**src/rtl/vec_elem_seq_if.sv**
```systemverilog
// Bundle of the sequencer's control inputs and index/marker outputs.
interface vec_elem_seq_if;
    logic       start;
    logic [2:0] len;
    logic       stall;
    logic       abort;
    logic [2:0] idx;
    logic       idx_sel;
    logic       busy;
    logic       acc_en;
    logic       first;
    logic       last;
    logic       done;

    // Requester side: drives the controls, observes the sequence
    modport master (
        output start, len, stall, abort,
        input  idx, idx_sel, busy, acc_en, first, last, done
    );

    // Sequencer side
    modport slave (
        input  start, len, stall, abort,
        output idx, idx_sel, busy, acc_en, first, last, done
    );
endinterface

```
**src/rtl/vec_elem_seq.sv**
```systemverilog
// Element-index sequencer for vector/MAC instructions: walks a 3-bit index
// from 0 to a latched last index, one element per unstalled cycle, and emits
// index-mux control plus accumulate-enable and first/last/done markers.
module vec_elem_seq (
    input  logic          clk,
    input  logic          reset,
    vec_elem_seq_if.slave bus
);

    typedef enum logic [1:0] {StIdle, StRun, StDone} state_t;

    state_t     state;
    logic [2:0] cnt;
    logic [2:0] end_idx;

    // State, element counter and latched last index
    always_ff @(posedge clk or posedge reset) begin
        if (reset) begin
            state   <= StIdle;
            cnt     <= 3'd0;
            end_idx <= 3'd0;
        end else begin
            unique case (state)
                StIdle: begin
                    if (bus.start && !bus.abort) begin
                        cnt     <= 3'd0;
                        end_idx <= bus.len;
                        state   <= StRun;
                    end
                end
                StRun: begin
                    // Abort beats stall beats completion; the terminal test
                    // comes before the increment so the counter never wraps.
                    if (bus.abort) begin
                        cnt   <= 3'd0;
                        state <= StIdle;
                    end else if (bus.stall) begin
                        cnt   <= cnt;
                    end else if (cnt == end_idx) begin
                        state <= StDone;
                    end else begin
                        cnt   <= cnt + 3'd1;
                    end
                end
                StDone: begin
                    cnt   <= 3'd0;
                    state <= StIdle;
                end
                default: begin
                    cnt   <= 3'd0;
                    state <= StIdle;
                end
            endcase
        end
    end

    // Output decode from state, counter, last index and stall
    always_comb begin
        bus.idx     = 3'd0;
        bus.idx_sel = 1'b0;
        bus.busy    = 1'b0;
        bus.acc_en  = 1'b0;
        bus.first   = 1'b0;
        bus.last    = 1'b0;
        bus.done    = 1'b0;
        if (state == StRun) begin
            bus.idx     = cnt;
            bus.idx_sel = 1'b1;
            bus.busy    = 1'b1;
            bus.acc_en  = !bus.stall;
            bus.first   = (cnt == 3'd0);
            bus.last    = (cnt == end_idx);
        end else if (state == StDone) begin
            bus.busy    = 1'b1;
            bus.done    = 1'b1;
        end
    end

endmodule

```
**src/flat_wrapper.sv**
```systemverilog
// flat-port wrapper written by rule: the top's interface ports become plain ports
module vec_elem_seq_flat 
  (clk, reset, bus_start, bus_len, bus_stall, bus_abort, bus_idx, bus_idx_sel, bus_busy, bus_acc_en, bus_first, bus_last, bus_done);
  vec_elem_seq_if bus_i ();
  input  logic clk;
  input  logic reset;
  input wire logic [$bits(bus_i.start)-1:0] bus_start;
  input wire logic [$bits(bus_i.len)-1:0] bus_len;
  input wire logic [$bits(bus_i.stall)-1:0] bus_stall;
  input wire logic [$bits(bus_i.abort)-1:0] bus_abort;
  output wire logic [$bits(bus_i.idx)-1:0] bus_idx;
  output wire logic [$bits(bus_i.idx_sel)-1:0] bus_idx_sel;
  output wire logic [$bits(bus_i.busy)-1:0] bus_busy;
  output wire logic [$bits(bus_i.acc_en)-1:0] bus_acc_en;
  output wire logic [$bits(bus_i.first)-1:0] bus_first;
  output wire logic [$bits(bus_i.last)-1:0] bus_last;
  output wire logic [$bits(bus_i.done)-1:0] bus_done;
  assign bus_i.start = bus_start;
  assign bus_i.len = bus_len;
  assign bus_i.stall = bus_stall;
  assign bus_i.abort = bus_abort;
  assign bus_idx = bus_i.idx;
  assign bus_idx_sel = bus_i.idx_sel;
  assign bus_busy = bus_i.busy;
  assign bus_acc_en = bus_i.acc_en;
  assign bus_first = bus_i.first;
  assign bus_last = bus_i.last;
  assign bus_done = bus_i.done;
  vec_elem_seq u_core (.clk(clk), .reset(reset), .bus(bus_i));
endmodule
```
**config.mk**
```make
export PLATFORM = sky130hd
export DESIGN_NAME = vec_elem_seq_flat
export DESIGN_NICKNAME = d
export VERILOG_FILES = /design/src/rtl/vec_elem_seq_if.sv /design/src/rtl/vec_elem_seq.sv /design/src/flat_wrapper.sv
export SDC_FILE = /design/constraint.sdc
export NUM_CORES = 1
export LEC_CHECK = 0
export CAP_MARGIN = 15
export CORE_MARGIN = 3
export CORE_UTILIZATION = 39
export CTS_CLUSTER_DIAMETER = 120
export DETAILED_ROUTE_END_ITERATION = 16
export PLACE_DENSITY = 0.79
export SLEW_MARGIN = 20
export SYNTH_ARGS = -nofsm -noshare
export SYNTH_HDL_FRONTEND = slang
export SYNTH_SLANG_ARGS = --single-unit
```
**constraint.sdc**
```tcl
create_clock -name clk -period 1.59 [get_ports clk]
set_input_delay 0.2385 -clock clk [delete_from_list [all_inputs] [get_ports clk]]
set_output_delay 0.2385 -clock clk [all_outputs]
set_load 0.05 [all_outputs]
```
==> metrics.yaml, run 1 <==
min_path:
  worstHoldPathType: "primary input to async pin"
setup_path:
  rr_worst_depth: 5
  slowest_stage: "or3_4"
  slowest_delay_ns: 0.41
  crit_family: "simple AND/OR/NAND/NOR gates"
  r2r_setup_slack_ns: -0.09
  arrival_ns: 1.45
  endpoint: "bus_last"
  critPathKind: "register to output port"
  crit_required_ns: 1.35
  crit_buf_inv: 1
  worstSetupStartpoint: "u_core.end_idx[0]"
  r2r-start: "u_core.end_idx[0]"
  r2r_end: "u_core.state[0]"
  path_max_fanout: 2
synth:
  edf_count: 0
  syn_inst: 53
  ys_cells: 53
  synthDistinctLibCells: 21
  async_flop_share_pct: 100
  ys_seq_share_pct: 38.1
  simple_gate_share_pct: 16.7
  synth.comb.largest_family: "simple AND/OR/NAND/NOR gates"
  yosysTopAreaCellShare_pct: 38.1
  ys_sh_adder_pct: 11.9
  ys_area_um2: 526
  common_cells: "dfrtp_1, inv_1, nor2_1, ha_1, mux2_2"
  synth_top_cell_by_count: "dfrtp_1"
  yosysTopAreaCell: "dfrtp_1"
  mux_share_pct: 10.7
  syn_nets: 66
placement:
  hpwlAfterDp_um: 1030
  place_congestion: 0.793
  place.port_buffers: 16
  placed_cell_area_um2: 925
  preCtsSetupSlack_ns: -0.207
finish:
  seq_area_share_pct: 20.2
  comb_area_share_pct: 38.3
  layout.nonclk_buf_share_pct: 34.6
  drive_gt1_share_pct: 57.1
  nClkBuffers: 3
  lay_top_cells: "buf_4, buf_12, dfrtp_1, clkdlybuf4s50_1, nor2_4"
  clock_area_share_pct: 2.27
  reg.largest.list: "u_core.cnt: 3 flops, u_core.end_idx: 3 flops, u_core.state: 2 flops"
  diodes: 0
  design.seq.count: 8
  lay_top_count: "buf_4"
  final_core_util_pct: 83.8
  comb_area_um2: 380
  syn_to_final_growth_pct: 89.0
  top_area_cell_class: "logic gates"
  n_all_inverters: 7
  buffers_excl_clock: 28
  logic_gates: 38
cts:
  cts_hold_buf: 0
  cts_root_buffer: "clkbuf_4"
  postCtsSetupRepairBufs: 4
  cts_made_buffers: 3
  h-tree-depth: 1
  cts_resized: 7
  cts.path.max_buffers: 2
floorplan:
  initCoreUtil_pct: 44.3
  boundaryPins: 17
  die_w_um: 42.7
  fp.dieH_um: 42.7
  die_area_mm2: 0.00182
global_routing:
  grt_pass1_wl_um: 1900
  top_usage_layer: "met2"
  use_met2_pct: 26.3
  grt_start_max_net_pins: 9
  grt_use_total_pct: 14.2
  grt_remaining_overflow: 0
  grtUsageMet3_pct: 1.27
  antenna_found_initial: 0
  grt_pass1_vias: 477
  grtUsageMet1_pct: 14.7
power_and_ir_drop:
  clk-power_mw: 0.149
  leakagePower_nw: 0.446
  p_int_mw: 1.10
  design_power_total_mw: 1.96
  pg_seq_mw: 0.332
  p_sw_mw: 0.861
  pwr-share-comb_pct: 75.4
  sequentialPowerShare_pct: 16.9
  p_sw_share_pct: 43.9
  top_power_group: "combinational logic"
outcome:
  status: "finished, violations left"
  violations: "setup timing"
flow_run:
  cap_violations: 0
  tool_warnings: 32
final_timing:
  timing.fmax_mhz: 593
  slew_violations: 0
  worst_pin_slew_ns: 0.352
  slew_headroom_pct: 76.3
  holdWs_ns: 0.223
  tns_ns: -0.183
  finalSetupViolations: 2
  grt_setup_unrepaired: "yes"
  postLayoutSetupSlackWorst_ns: -0.0975
drt:
  drtPass1Iterations: 4
  route.met2.wl_um: 625
  ant_nets: 0
  vias_per_cell: 4.94
  drtIter0Drc: 4
  routed-wl-met3_um: 64
  top_layer_used: "met4"
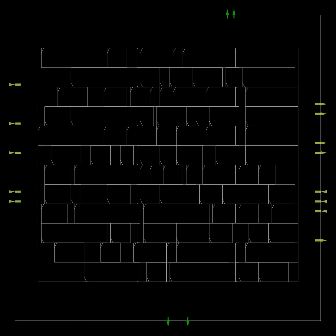
**Above:** run 1 (cell outlines without signal wires).
row count: 12
Tapcell Cnt: 14
CORE AREA: 0.00119 mm^2
fillers: 64

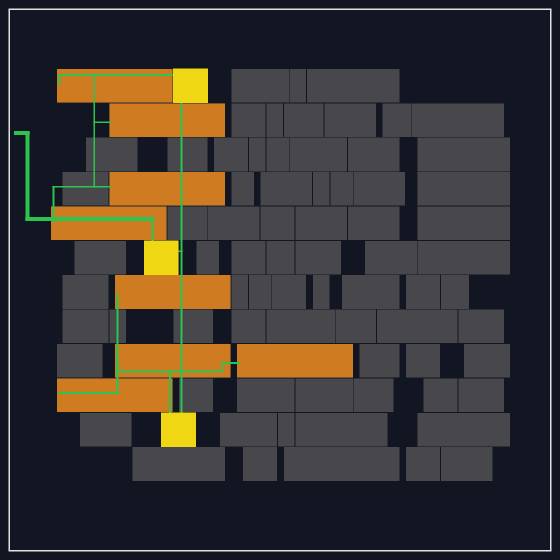
**Above:** run 1 (clock distribution).
[orange] flip-flops | count: 8
[green] clock wires | length: 107 um
[yellow] clock drivers | count: 3
routed clock nets: 4
Clk Latency, worst-skew pair: 0.25 ns
Clock Power Share: 7.6%
Fin Clk Skew: 0.00160 ns

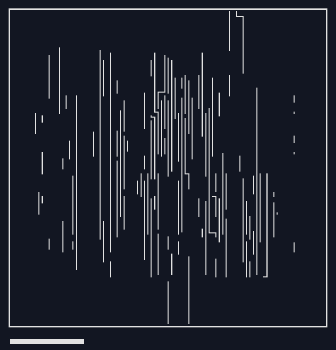
**Above:** run 1 (signal wires on met2).
Scale bar: 10 um.
main direction: vertical
share of all routed wire: 52%
longest straight run: 26.9 um
nets with wire on the layer: 83
wire length on this layer: 626 um
Detailed Route WL: 1190 um
via count: 484

**Run 1: placed cells, one color a class**

Scale bar: 10 um. Fill, decap, tap and diode cells in gray.
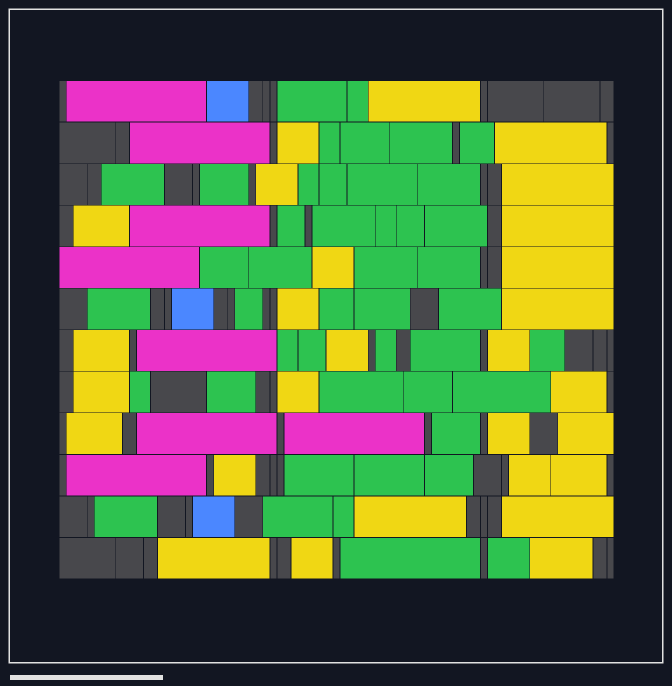

==> run 2: changes to the inputs <==
- CTS_CLUSTER_DIAMETER: 120 -> 40
- SKIP_LAST_GASP: default -> 1
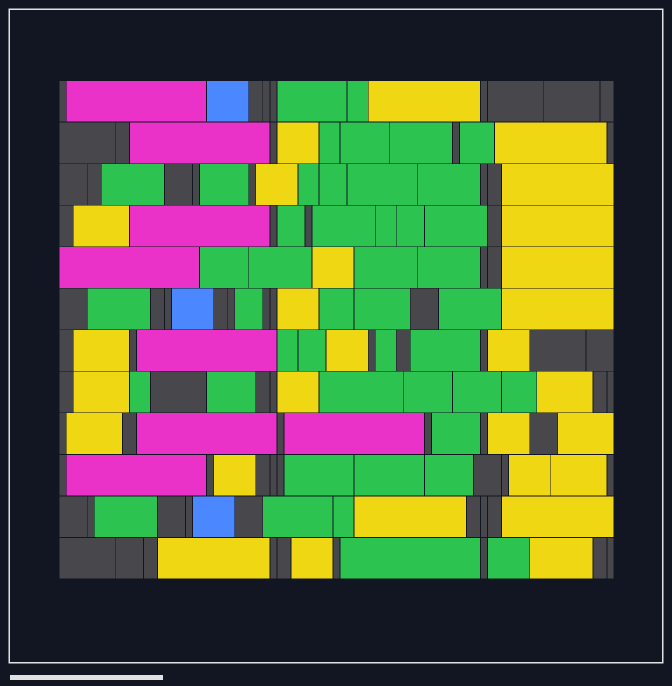
**Above:** run 2 (placed cells, one color a class).
Scale bar: 10 um. Fill, decap, tap and diode cells in gray.
| color | class | cells |
|---|---|---|
| green | combinational and other logic | 45 |
| yellow | remaining buffers and delay cells | 28 |
| blue | clock drivers | 3 |
| magenta | sequential cells | 8 |

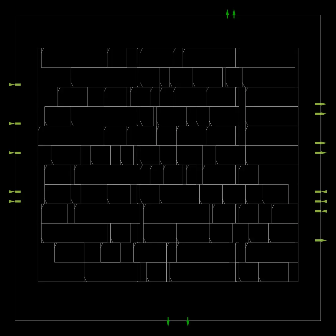
**Above:** run 2 (cell outlines without signal wires).
post-layout util: 83.0%
final std cells w/o fill: 98

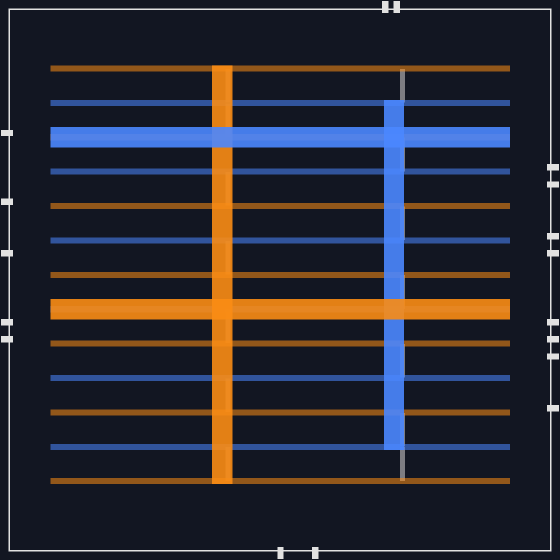
**Above:** run 2 (PDN straps and rails).
Pins as bars on the die edge. Tap cells in gray.
| color | net |
|---|---|
| orange | VSS |
| blue | VDD |
met4 straps: 2
rows: 12
peak supply drop: 1470 uV
die span in x: 42.7 um

==> run 2 against run 1 <==
Wire length shrank 1.2%. Register-to-register slack is essentially flat. Synthesized area is the same. Sequential share of layout area grew 0.18 points. Clock skew is the same. Cell count is the same. Fmax is essentially flat. Design area shrank 0.88%. Synthesized cell count is the same. Count of clock-buffer cells in the layout is the same. The run still ends with setup timing left. Core utilization shrank 0.74 points. First-iteration DRC count is the same.
==> metrics.yaml, run 2 <==
synth:
  common_cells: "dfrtp_1, inv_1, nor2_1, ha_1, mux2_2"
  yosysTopAreaCellShare_pct: 38.1  # unchanged
  synthDistinctLibCells: 21  # unchanged
  ys_sh_adder_pct: 11.9  # unchanged
  mux_share_pct: 10.7  # unchanged
  yosysTopAreaCell: "dfrtp_1"
  async_flop_share_pct: 100  # unchanged
  syn_inst: 53  # unchanged
  ys_cells: 53  # unchanged
final_timing:
  postLayoutSetupSlackWorst_ns: -0.0969  # +0.000617 ns
  slew_headroom_pct: 76.1  # -0.24 points
  finalClockSkew_ns: 0.00160  # unchanged
  slew_violations: 0  # unchanged
  finalSetupViolations: 2  # unchanged
  tns_ns: -0.182  # +0.000817 ns
  grt_setup_unrepaired: "yes"
  timing.fmax_mhz: 593  # about the same
  holdWs_ns: 0.223  # +0.000103 ns
floorplan:
  taps: 14  # unchanged
  rows: 12  # unchanged
  boundaryPins: 17  # unchanged
global_routing:
  antenna_found_initial: 0  # unchanged
  use_met2_pct: 26.3  # unchanged
  grt_use_total_pct: 14.2  # unchanged
  top_usage_layer: "met2"
  grt_start_max_net_pins: 9  # unchanged
setup_path:
  arrival_ns: 1.45  # about the same
  r2r-start: "u_core.end_idx[0]"
  rr_worst_depth: 5  # unchanged
  crit_required_ns: 1.35  # about the same
  slowest_stage: "or3_4"
  worstSetupStartpoint: "u_core.end_idx[0]"
  endpoint: "bus_last"
  r2r_end: "u_core.state[0]"
  crit_buf_inv: 1  # unchanged
flow_run:
  cap_violations: 0  # unchanged
finish:
  reg.largest.list: "u_core.cnt: 3 flops, u_core.end_idx: 3 flops, u_core.state: 2 flops"
  clock_area_share_pct: 2.29  # +0.020 points
  design.seq.count: 8  # unchanged
  lay_top_count: "buf_4"
  logic_gates: 38  # unchanged
  n_all_inverters: 7  # unchanged
  nClkBuffers: 3  # unchanged
placement:
  placed_cell_area_um2: 925  # unchanged
  hpwlAfterDp_um: 1030  # unchanged
  place.port_buffers: 16  # unchanged
power_and_ir_drop:
  pg_seq_mw: 0.331  # about the same
  p_int_mw: 1.09  # -1.2%
  design_power_total_mw: 1.94  # -1.1%
  pwr-share-comb_pct: 75.2  # -0.2 points
  sequentialPowerShare_pct: 17.1  # +0.2 points
  pwr-share-clk_pct: 7.7  # about the same
  leakagePower_nw: 0.443  # -0.73%
outcome:
  violations: "setup timing"
  status: "finished, violations left"
cts:
  cts.path.max_buffers: 2  # unchanged
  h-tree-depth: 1  # unchanged
  clkLatencyLatePin_ns: 0.25  # about the same
drt:
  top_layer_used: "met4"
  route.met2.wl_um: 612  # -2.1%
**Run 2: signal wires on met2**

Scale bar: 10 um.
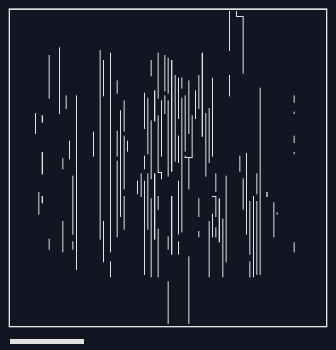

==> run 3: changes to the inputs <==
- PLACE_DENSITY: 0.79 -> 0.83
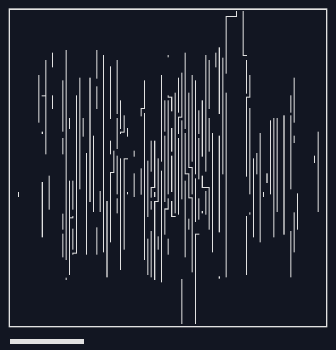
**Above:** run 3 (signal wires on met2).
Scale bar: 10 um.
via count: 554
Detailed Route WL: 1710 um

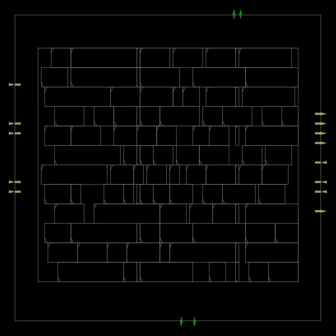
**Above:** run 3 (cell outlines without signal wires).
post-layout util: 87.0%
fillers: 65

==> run 3 against run 2 <==
The run still ends with setup timing left. Worst hold slack lost 0.0067 ns. First-iteration DRC count shrank 25%. Cell count grew 4.1%. Sequential power grew 2%. Wire length grew 45%. Sequential share of layout area shrank 0.94 points. Design area grew 4.8%. Register-to-register slack lost 0.06 ns. Global-route usage grew 3.3 points. Clock skew grew 0.0051 ns. Synthesized cell count is the same. Highest routed layer unchanged.
==> metrics.yaml, run 3 <==
setup_path:
  crit_buf_inv: 1  # unchanged
  worstSetupStartpoint: "u_core.cnt[1]"
  endpoint: "bus_last"
  r2r-start: "u_core.cnt[1]"
  r2r_end: "u_core.state[0]"
  arrival_ns: 1.53  # +0.08 ns
  crit_required_ns: 1.35  # about the same
  rr_worst_depth: 5  # unchanged
cts:
  cts_tree: "built"
  clkLatencyLatePin_ns: 0.25  # about the same
  cts.path.max_buffers: 2  # unchanged
  h-tree-depth: 1  # unchanged
power_and_ir_drop:
  comb_power_mw: 1.62
  p_sw_mw: 0.956
  p_sw_share_pct: 45.3
  pg_seq_mw: 0.338  # +2%
  design_power_total_mw: 2.11  # +9.0%
  pwr-share-comb_pct: 76.8  # +1.6 points
  leakagePower_nw: 0.464  # +4.8%
  p_int_mw: 1.16  # +6.6%
  sequentialPowerShare_pct: 16.0  # -1.1 points
drt:
  vias_per_cell: 5.43
  top_layer_used: "met4"
  route.met2.wl_um: 933  # +52%
finish:
  nClkBuffers: 3  # unchanged
  reg.largest.list: "u_core.cnt: 3 flops, u_core.end_idx: 3 flops, u_core.state: 2 flops"
  n_all_inverters: 7  # unchanged
  design.seq.count: 8  # unchanged
  stdcell_count: 102  # +4.1%
  clock_area_share_pct: 2.18  # -0.11 points
  syn_to_final_growth_pct: 96.4
  lay_top_count: "buf_4"
  logic_gates: 38  # unchanged
global_routing:
  grt_remaining_overflow: 0
  use_met2_pct: 33.2  # +6.9 points
  grt_use_total_pct: 17.5  # +3.3 points
  antenna_found_initial: 0  # unchanged
  top_usage_layer: "met2"
  grt_start_max_net_pins: 9  # unchanged
synth:
  synthDistinctLibCells: 21  # unchanged
  mux_share_pct: 10.7  # unchanged
  common_cells: "dfrtp_1, inv_1, nor2_1, ha_1, mux2_2"
  ff_type: "dfrtp_1"
  async_flop_share_pct: 100  # unchanged
  ys_cells: 53  # unchanged
  ys_seq_share_pct: 38.1
  yosysTopAreaCellShare_pct: 38.1  # unchanged
  yosysTopAreaCell: "dfrtp_1"
  syn_inst: 53  # unchanged
  ys_sh_adder_pct: 11.9  # unchanged
placement:
  place.port_buffers: 16  # unchanged
  placed_cell_area_um2: 942  # +1.9%
  preCtsSetupSlack_ns: -0.188
flow_run:
  cap_violations: 0  # unchanged
final_timing:
  grt_setup_unrepaired: "yes"
  slew_violations: 0  # unchanged
  slew_headroom_pct: 79.1  # +3.0 points
  finalSetupViolations: 8  # +6
  finalClockSkew_ns: 0.00668  # +0.00508 ns
  tns_ns: -0.417  # -0.235 ns
  timing.fmax_mhz: 566  # -4.6%
  postLayoutSetupSlackWorst_ns: -0.178  # -0.0807 ns
  holdWs_ns: 0.216  # -0.00666 ns
  fin_crit_ns: 1.77
outcome:
  violations: "setup timing"
  status: "finished, violations left"
floorplan:
  boundaryPins: 17  # unchanged
  die_w_um: 42.7  # unchanged
  core_area_mm2: 0.00119
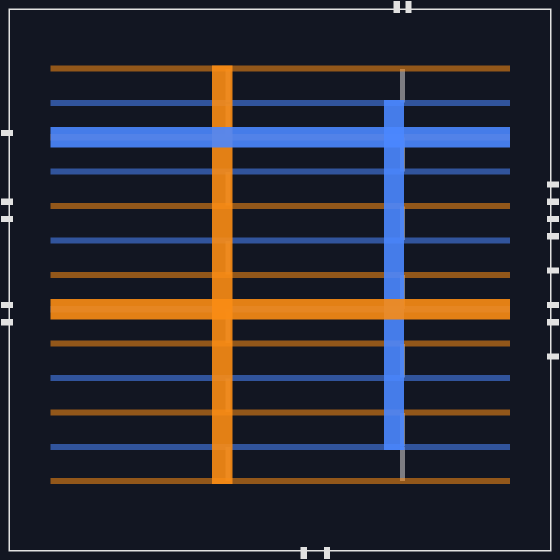
**Above:** run 3 (PDN straps and rails).
Pins as bars on the die edge. Tap cells in gray.
Die Ht: 42.7 um
peak supply drop: 1640 uV

Power is estimated from default activity; no workload was simulated.
